**config.mk**
```make
export PLATFORM = sky130hd
export DESIGN_NAME = ext_int_filtr
export DESIGN_NICKNAME = d
export VERILOG_FILES = /design/src/rtl/ext_int_filtr.sv
export SDC_FILE = /design/constraint.sdc
export NUM_CORES = 1
export LEC_CHECK = 0
export ABC_AREA = 1
export CORE_MARGIN = 5
export CORE_UTILIZATION = 30
export DETAILED_ROUTE_END_ITERATION = 6
export GPL_TIMING_DRIVEN = 0
export PLACE_DENSITY = 0.6
export SETUP_SLACK_MARGIN = 0.3
export SYNTH_ARGS = -nofsm -noshare
export SYNTH_HDL_FRONTEND = slang
export SYNTH_SLANG_ARGS = --single-unit
```
**constraint.sdc**
```tcl
create_clock -name clk -period 1.6 [get_ports clk]
set_input_delay 0.4 -clock clk [delete_from_list [all_inputs] [get_ports clk]]
set_output_delay 0.4 -clock clk [all_outputs]
set_load 0.01 [all_outputs]
```
**src/rtl/ext_int_filtr.sv**
```systemverilog
// External interrupt filter: synchronizes a raw pin, debounces it with a
// four-state FSM, and issues one-cycle interrupt pulses on the selected edge.
// An 8-bit saturating counter tracks issued pulses, with a sticky overflow flag.
module ext_int_filtr #(
   parameter int unsigned DB_CYCLES = 4
) (
   input  logic       clk,
   input  logic       rst,
   input  logic       ext_in,
   input  logic [1:0] tryb,
   input  logic       kasuj,
   output logic       int_pulse,
   output logic       poziom,
   output logic [7:0] licznik,
   output logic       nadmiar
);

   typedef enum logic [1:0] {
      StabLow,
      SprHigh,
      StabHigh,
      SprLow
   } state_e;

   // Once cnt reaches this value, the next agreeing sample completes the run.
   localparam logic [7:0] DbLast = 8'(DB_CYCLES - 1);

   logic       sync1_q;
   logic       s;
   state_e     state_q, state_d;
   logic [7:0] cnt_q, cnt_d;
   logic       flip;
   logic       rise;
   logic       pulse_d;

   // Two-flop synchronizer; only sync1_q ever samples the raw pin.
   always_ff @(posedge clk or posedge rst) begin
      if (rst) begin
         sync1_q <= 1'b0;
         s       <= 1'b0;
      end else begin
         sync1_q <= ext_in;
         s       <= sync1_q;
      end
   end

   // Debounce next-state logic; flip marks the edge on which poziom toggles.
   always_comb begin
      state_d = state_q;
      cnt_d   = cnt_q;
      flip    = 1'b0;
      unique case (state_q)
         StabLow: begin
            if (s) begin
               if (DB_CYCLES == 1) begin
                  state_d = StabHigh;
                  cnt_d   = 8'd0;
                  flip    = 1'b1;
               end else begin
                  state_d = SprHigh;
                  cnt_d   = 8'd1;
               end
            end else begin
               cnt_d = 8'd0;
            end
         end
         SprHigh: begin
            if (!s) begin
               state_d = StabLow;
               cnt_d   = 8'd0;
            end else if (cnt_q == DbLast) begin
               state_d = StabHigh;
               cnt_d   = 8'd0;
               flip    = 1'b1;
            end else begin
               cnt_d = cnt_q + 8'd1;
            end
         end
         StabHigh: begin
            if (!s) begin
               if (DB_CYCLES == 1) begin
                  state_d = StabLow;
                  cnt_d   = 8'd0;
                  flip    = 1'b1;
               end else begin
                  state_d = SprLow;
                  cnt_d   = 8'd1;
               end
            end else begin
               cnt_d = 8'd0;
            end
         end
         SprLow: begin
            if (s) begin
               state_d = StabHigh;
               cnt_d   = 8'd0;
            end else if (cnt_q == DbLast) begin
               state_d = StabLow;
               cnt_d   = 8'd0;
               flip    = 1'b1;
            end else begin
               cnt_d = cnt_q + 8'd1;
            end
         end
         default: begin
            state_d = StabLow;
            cnt_d   = 8'd0;
         end
      endcase
   end

   // Edge select is sampled only at the flip edge, so tryb changes alone never pulse.
   always_comb begin
      rise    = (state_d == StabHigh);
      pulse_d = 1'b0;
      if (flip) begin
         unique case (tryb)
            2'b00:   pulse_d = rise;
            2'b01:   pulse_d = !rise;
            2'b10:   pulse_d = 1'b1;
            default: pulse_d = 1'b0;
         endcase
      end
   end

   // FSM state, debounce counter and registered level/pulse outputs.
   always_ff @(posedge clk or posedge rst) begin
      if (rst) begin
         state_q   <= StabLow;
         cnt_q     <= 8'd0;
         poziom    <= 1'b0;
         int_pulse <= 1'b0;
      end else begin
         state_q   <= state_d;
         cnt_q     <= cnt_d;
         poziom    <= poziom ^ flip;
         int_pulse <= pulse_d;
      end
   end

   // Saturating event counter; a clear that coincides with a pulse counts that pulse.
   always_ff @(posedge clk or posedge rst) begin
      if (rst) begin
         licznik <= 8'd0;
         nadmiar <= 1'b0;
      end else if (kasuj) begin
         licznik <= pulse_d ? 8'd1 : 8'd0;
         nadmiar <= 1'b0;
      end else if (pulse_d) begin
         if (licznik == 8'hFF) begin
            nadmiar <= 1'b1;
         end else begin
            licznik <= licznik + 8'd1;
         end
      end
   end

endmodule

```
Run 1, cell outlines without signal wires:
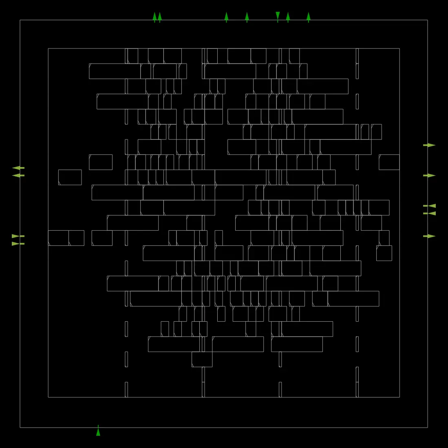
area of the core: 3943 sq um
Well Taps: 50
Final Util: 42.56%

Run 1, power grid:
Drawn at 6 px/um. Pins as bars on the die edge.
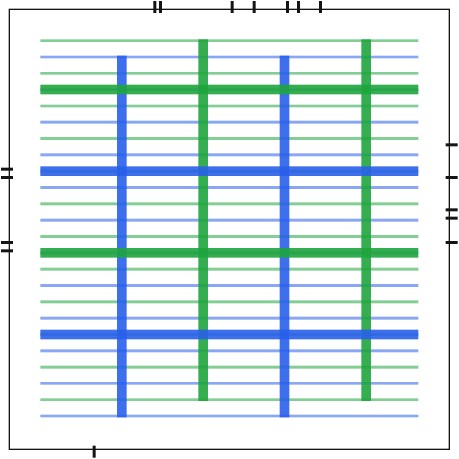
| net | color |
|---|---|
| VDD | green |
| VSS | blue |
met5 straps: 4
signal pins: 17
met4 straps: 4
rows: 23

Run 1, sequential cells colored by netlist name:
Drawn at 4 px/um. Other sequential cells in the stronger gray, the rest of the logic in the fainter gray.
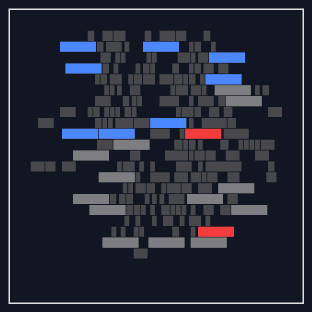
| signal | color | sequential cells |
|---|---|---|
| licznik | blue | 8 |
| state_q | red | 2 |
not colored: 13

==> run summary, run 1 <==
run metrics: Area Growth Syn to Fin=40.42%, CP endpoint kind=flip-flop, status=finished, final reports clean, CP top delay family=simple AND/OR/NAND/NOR gates, Post-Syn Area=1195 sq um, Synth Warn #=0, post-route ant nets=0, Worst VDD drop=0.3101 mV, design area=about 1700 sq um, worst-case clock buffer depth=2, Post-CTS Setup Bufs=17, Setup TNS Final=0 ps, yosys stat area=1195 sq um, htree depth=1, Tightest Hold Check Type=flip-flop to flip-flop, minimum setup slack among reg-to-reg paths=between 40 and 50 ps, core utilization at floorplan=30.31%, worst path bufs/invs=1, final net count=196, # Cells Yosys=144, GP Congestion=0.8049, Syn Inst Count=144, yosys aoi share=slightly above 3%, RSZ-0062 raised after global routing=true
==> run 1: through the flow <==
stage | util, % | total power, uW | std cells | hold WS, ps
2_1_floorplan | - | 933.6 | 144 | 331.2
5_1_grt | 42.56 | 1651 | 237 | 353.7
3_5_place_dp | 35.77 | 1036 | 209 | 340.3
6_report | 42.56 | 1555 | 237 | 350.8
4_1_cts | 41.42 | 1526 | 231 | 356.7
3_3_place_gp | 35.77 | 1023 | 209 | 338.4
==> run 1: cell usage after synthesis <==
cell type	n	share of area [%]
nor2_2	2	1.0
o21ai_0	1	0.42
inv_2	4	1.3
clkinv_1	1	0.31
nand4_1	1	0.52
nand2_1	34	11
clkbuf_1	1	0.31
nor2_4	1	0.94
a21oi_1	3	1.3
xor2_1	7	5.1
o2111ai_1	1	0.73
nand3b_1	1	0.63
nor3_1	5	2.1
a211oi_1	1	0.63
dfrtp_1	23	48
ha_1	2	2.1
nand2_2	1	0.52
nand3_4	1	1.5
and2_1	1	0.52
nand3_2	2	1.7
nand3_1	14	5.9
xor2_2	1	1.4
xnor2_1	1	0.73
inv_1	15	4.7
nand2_4	1	0.94
nor2_1	19	6.0
==> run 1: report_power, final <==
group	leakage, uW	total [uW]	switching [uW]	internal [uW]
combinational	0.000476	470	247	223
clock	0.0000228	362	185	177
sequential	0.000310	723	74.0	649
==> run 1: cell type report <==
type	count	area, sq um
inverter	20	78.83
sequential	23	575.6
timing repair buffer	38	306.5
fill	404	2265
buffer	1	3.754
multi-input combinational	101	605.6
tap	50	62.56
clock buffer	4	45.04
==> run 1: per-layer routing <==
metal  vias to the layer above  GRT usage, %  share of wire [%]
li1                        539             -                  -
met1                       502         13.97                 47
met2                        22         15.59                 47
met3                         2         1.377                4.9
met4                         0         5.738                1.6
met5                         -             0                  0
## Run 2: what changed since run 1
--- a/config.mk
+++ b/config.mk
@@ -6,7 +6,7 @@
 export NUM_CORES = 1
 export LEC_CHECK = 0
 export ABC_AREA = 1
-export CORE_MARGIN = 5
+export CORE_MARGIN = 2
 export CORE_UTILIZATION = 30
 export DETAILED_ROUTE_END_ITERATION = 6
 export GPL_TIMING_DRIVEN = 0
==> constraint.sdc (replaced) <==
create_clock -name clk -period 1.6 [get_ports clk]
set_input_delay 0.4 -clock clk [delete_from_list [all_inputs] [get_ports clk]]
set_output_delay 0.4 -clock clk [all_outputs]
set_load 0.05 [all_outputs]
Run 2, drive-strength map:
Drawn at 4 px/um.
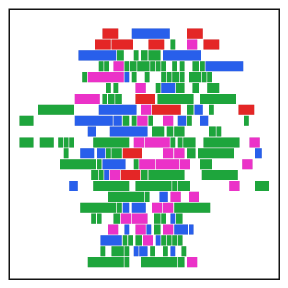
| size | color | cells | share |
|---|---|---|---|
| _6 and larger | red | 11 | 6.0% |
| _3 and _4 cells | magenta | 30 | 16% |
| _0 and _1 cells | green | 110 | 60% |
| _2 cells | blue | 33 | 18% |

==> run 2 against run 1 <==
The run now ends with negative setup slack left. Core utilization rose by 2.8 points. Wire length increased by 2.5%. Critical path depth unchanged. Cell count is 2.1% lower. Clock-buffer cell count shrank 1. Sequential cell count did not move. Maximum frequency decreased by 3.9%. Die area is 16% lower. Synthesized cell count stayed put. Synthesized area unchanged. Critical endpoint is now licznik[6]$_DFFE_PP0P_. Largest cell class unchanged.
==> run summary, run 2 <==
run metrics: status=finished, violations left, failing checks=negative setup slack, RSZ-0062 raised after global routing=true, clock buffers=3 (-1), Flop+latch power=711 uW (-2%), grt met1 use=17.07% (+3.1 points), endpoints failing setup=7, sequential share of power=46.2% (-0.3 points), met3 usage=1.520% (+0.14 points), GP Congestion=0.7939 (-1.4%), Non-Filler Instances=232 (-2.1%), Power Total=1537 uW (-1.1%), PnR worst setup slack=-15.64 ps, Syn Inst Count=144 (unchanged), yosys stat area=1195 sq um (unchanged), number of logic gates=101 (unchanged), CP endpoint kind=flip-flop, worst path bufs/invs=1 (unchanged), comb. cell area=625.6 sq um (+3.3%), Tightest Hold Check Type=flip-flop to flip-flop, most frequent cell after synthesis=nand2_1, combinational power=465 uW (-1%), Psw=524.2 uW (+3.7%), synth cell count leaders=nand2_1 (34), dfrtp_1 (23), nor2_1 (19), inv_1 (15), nand3_1 (14), placed cells=207 (-0.96%), worst-case clock buffer depth=2 (unchanged), post-synth top area share=48.17% (unchanged), Clk power=362 uW (about the same), core utilization at floorplan=31.92% (+1.6 points), htree depth=1 (unchanged), ys async rst share=100.0% (unchanged), Comb/total area=36.82% (+0.73 points), Non-clock buffers=36 (-7.7%), top cell category=logic gates, biggest area consumer among synthesized cells=dfrtp_1, Clock Power Share=23.5% (+0.2 points), global route hottest layer=met2, FF+latch area=584.3 sq um (+1.5%), Internal=1013 uW (-3.4%), Well Taps=48 (-4.0%), Post-Syn Area=1195 sq um (unchanged), Post-synth EDFFs=0 (unchanged), sw frac=34.10% (+1.6 points), # Cells Yosys=144 (unchanged), Area Growth Syn to Fin=42.20%, Worst VDD drop=0.4122 mV (+33%), Non-Clock Inverter Count=20 (unchanged)
Run 2, cell outlines without signal wires:
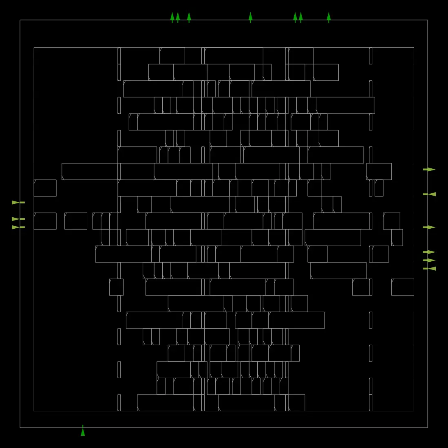
Placement Rows: 22
area of the core: 3744 sq um
flop share of the area: 34.39%
flip-flops: 23
Fillers: 361

[run 2: cell counts after synthesis]
No cell type changed its count.
[run 2: through the flow]
step	setup WS (ps)	hold WS, ps	util, %	TNS, ps	instance area [sq um]
2_1_floorplan	134.2	331.2	-	0	1217
3_3_place_gp	-99.23	336.1	38.14	-758.3	1428
3_5_place_dp	-128.6	338.7	38.14	-1069	1428
4_1_cts	58.76	359.2	42.08	0	1575
5_1_grt	-100.6	365.5	45.39	-701.2	1699
6_report	-15.64	363.7	45.39	-68.73	1699
[run 2: timing repair]
item,in CTS,in global routing
pin swaps,3,6
endpoints found under the setup margin,35,24
gates resized,78,16
cloned,1,0
setup buffers,8,12
[run 2: cells by family after synthesis]
group / count (synthesis) / share of synthesized area, %
compound gates: 6 / 3.036
xor+xnor: 9 / 7.226
fa+ha+maj: 2 / 2.094
buf+inv: 21 / 6.596
flops: 23 / 48.17
simple gates: 83 / 32.88
[run 2: final timing paths]
| path | depth (start not counted) | end | start | slack (ps) |
|---|---|---|---|---|
| worst max-delay path | 12 | licznik[6]$_DFFE_PP0P_ | cnt_q[2]$_DFF_PP0_ | -20 |
| worst min-delay path | 0 | s$_DFF_PP0_ | sync1_q$_DFF_PP0_ | 360 |
| worst max register to register | 12 | licznik[6]$_DFFE_PP0P_ | cnt_q[2]$_DFF_PP0_ | -20 |
| worst min register to register | 0 | s$_DFF_PP0_ | sync1_q$_DFF_PP0_ | 360 |
| max in group asynchronous | 2 | licznik[2]$_DFFE_PP0P_ | rst | 760 |
| min in group asynchronous | 2 | int_pulse$_DFF_PP0_ | rst | 520 |
[run 2: routing by layer]
metal | part of all wire (%) | up-vias
met5 | 0 | -
met4 | 1.5 | 0
met3 | 2.9 | 4
met2 | 50 | 19
met1 | 46 | 515
li1 | - | 537
## Run 3: what changed since run 2
--- a/config.mk
+++ b/config.mk
@@ -7,10 +7,10 @@
 export LEC_CHECK = 0
 export ABC_AREA = 1
 export CORE_MARGIN = 2
-export CORE_UTILIZATION = 30
+export CORE_UTILIZATION = 47
 export DETAILED_ROUTE_END_ITERATION = 6
 export GPL_TIMING_DRIVEN = 0
-export PLACE_DENSITY = 0.6
+export PLACE_DENSITY = 0.82
 export SETUP_SLACK_MARGIN = 0.3
 export SYNTH_ARGS = -nofsm -noshare
 export SYNTH_HDL_FRONTEND = slang
Run 3, sequential cells colored by netlist name:
Drawn at 6 px/um. Other sequential cells in the stronger gray, the rest of the logic in the fainter gray.
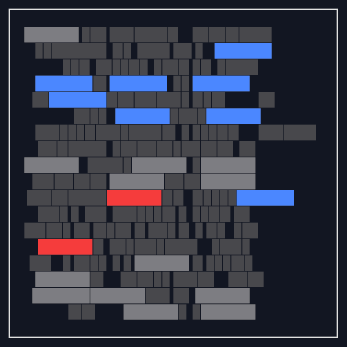
| signal | color | sequential cells |
|---|---|---|
| licznik | blue | 8 |
| state_q | red | 2 |
not colored: 13

==> run 3 against run 2 <==
Clock power decreased by 26%. Synthesized cell count unchanged. Register-to-register slack got worse by 50 ps. The flow still finishes with violations (negative setup slack). Die area decreased by 34%.
==> run summary, run 3 <==
run metrics: Post-Syn Area=1195 sq um (unchanged), PnR worst setup slack=-63.46 ps (-47.83 ps), core utilization at floorplan=49.13% (+17 points), post-synth top area share=48.17% (unchanged), worst path bufs/invs=1 (unchanged), Clk power=269 uW (-26%), CP Depth=12 (unchanged), Tightest Hold Check Type=flip-flop to flip-flop, Critical Path Start=cnt_q[0]$_DFF_PP0_, biggest area consumer among synthesized cells=dfrtp_1, Area Growth Syn to Fin=43.67%, Post-synth EDFFs=0 (unchanged), R2R Path End=licznik[2]$_DFFE_PP0P_, GP Congestion=0.7742 (-2.5%), synth cell count leaders=nand2_1 (34), dfrtp_1 (23), nor2_1 (19), inv_1 (15), nand3_1 (14), Worst Hold Path EP=s$_DFF_PP0_, status=finished, violations left, failing checks=negative setup slack, cell depth of the worst flop-to-flop path=12 (unchanged), CP endpoint kind=flip-flop, Flop+latch power=713 uW (about the same), Hold Crit Depth=0 (unchanged), worst-case clock buffer depth=2 (unchanged), R2R Path Start=cnt_q[0]$_DFF_PP0_, sw frac=34.78% (+0.69 points), endpoints failing setup=7 (unchanged), Psw=533.4 uW (+1.8%)
Run 3, cell outlines without signal wires:
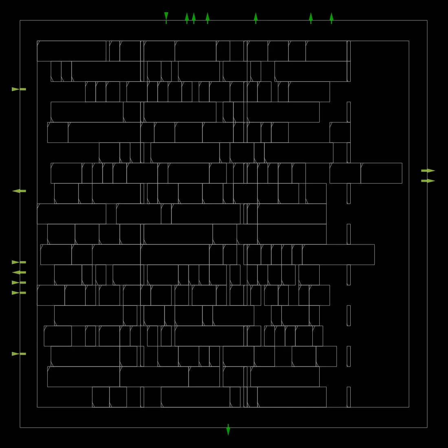
Fillers: 155
Non-Filler Instances: 220
Well Taps: 30
area of the core: 2432 sq um

run 3: metal layers:
layer	routed length, um	GRT usage, %	vias to the layer above	share of wire [%]
li1	-	-	541	-
met5	0	0	-	0
met2	1567	33.13	40	54
met3	115	2.732	10	4.0
met1	1178	25.31	557	41
met4	41	7.083	0	1.4
run 3: repair_timing:
item	4_1_cts	5_1_grt
hold buffers	0	0
gates cloned	1	0
buffers inserted	14	12
pin swaps	6	6
setup endpoints to repair	29	35
resized	82	15
run 3: cell type report:
cell class / count / area [sq um]
Buffer: 1 / 3.754
Sequential cell: 23 / 584.3
Timing Repair Buffer: 41 / 382.9
Multi-Input combinational cell: 101 / 603.1
Tap cell: 30 / 37.54
Inverter: 20 / 78.83
Fill cell: 155 / 715.7
Clock buffer: 4 / 26.28
run 3: metrics by stage:
| stage | total power, uW | hold WS (ps) | worst slack, ps | cell area, sq um | setup TNS [ps] |
|---|---|---|---|---|---|
| floorplan | 980.1 | 331.2 | 134.2 | 1217 | 0 |
| global placement | 1057 | 337.6 | -46.77 | 1405 | -352.2 |
| detailed placement | 1075 | 337.2 | -85.79 | 1405 | -666.0 |
| CTS | 1409 | 376.6 | 72.24 | 1574 | 0 |
| global route | 1613 | 394.4 | -166.3 | 1717 | -915.6 |
| finish | 1534 | 374.1 | -63.46 | 1717 | -132.9 |
run 3: kinds of logic (layout without fill, tap and decap cells):
family | after synthesis | after routing | share of synthesized area (%)
buffers and inverters | 21 | 66 | 6.596
AND/OR/NAND/NOR | 83 | 84 | 32.88
XOR/XNOR | 9 | 9 | 7.226
AND-OR/OR-AND | 6 | 6 | 3.036
adder cells (fa/ha/maj) | 2 | 2 | 2.094
flip-flops | 23 | 23 | 48.17

==> screenshots <==
Wiring heat map.
Plate I
Drawn at 6 px/um. The die is cut into 13 by 13 equal tiles; dark purple is low, yellow is high, scaled to the fullest tile. Values are wire area over tile area, all layers added.
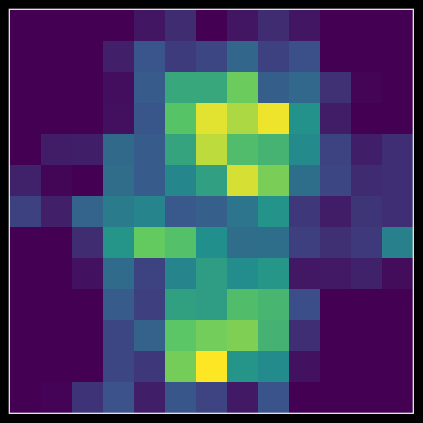
Plate II
Drawn at 4 px/um. The die is cut into 15 by 15 equal tiles; dark purple is low, yellow is high, scaled to the fullest tile. Values are wire area over tile area, all layers added.
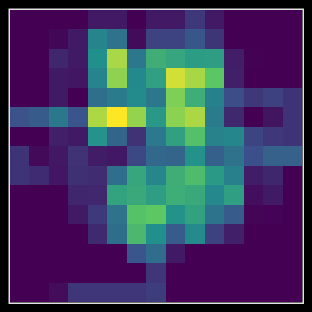
Plate III
Drawn at 6 px/um. The die is cut into 11 by 11 equal tiles; dark purple is low, yellow is high, scaled to the fullest tile. Values are wire area over tile area, all layers added.
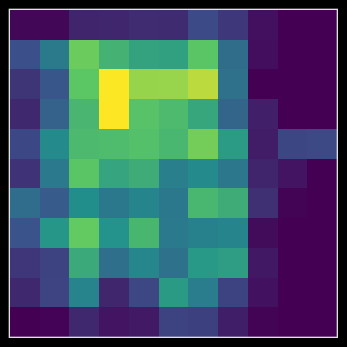
- run 3 = Plate III
- run 2 = Plate I
- run 1 = Plate II
The one with the largest die is Plate II.
The one with the smallest die is Plate III.

Key to Plate I:
fullest tile: 0.40
mean over tiles: 0.095
tiles over half the peak: 19%
emptiest ninth of the die: upper left
nearly empty tiles: 33%

No activity file was given, so power comes from the tool's default toggle rates.
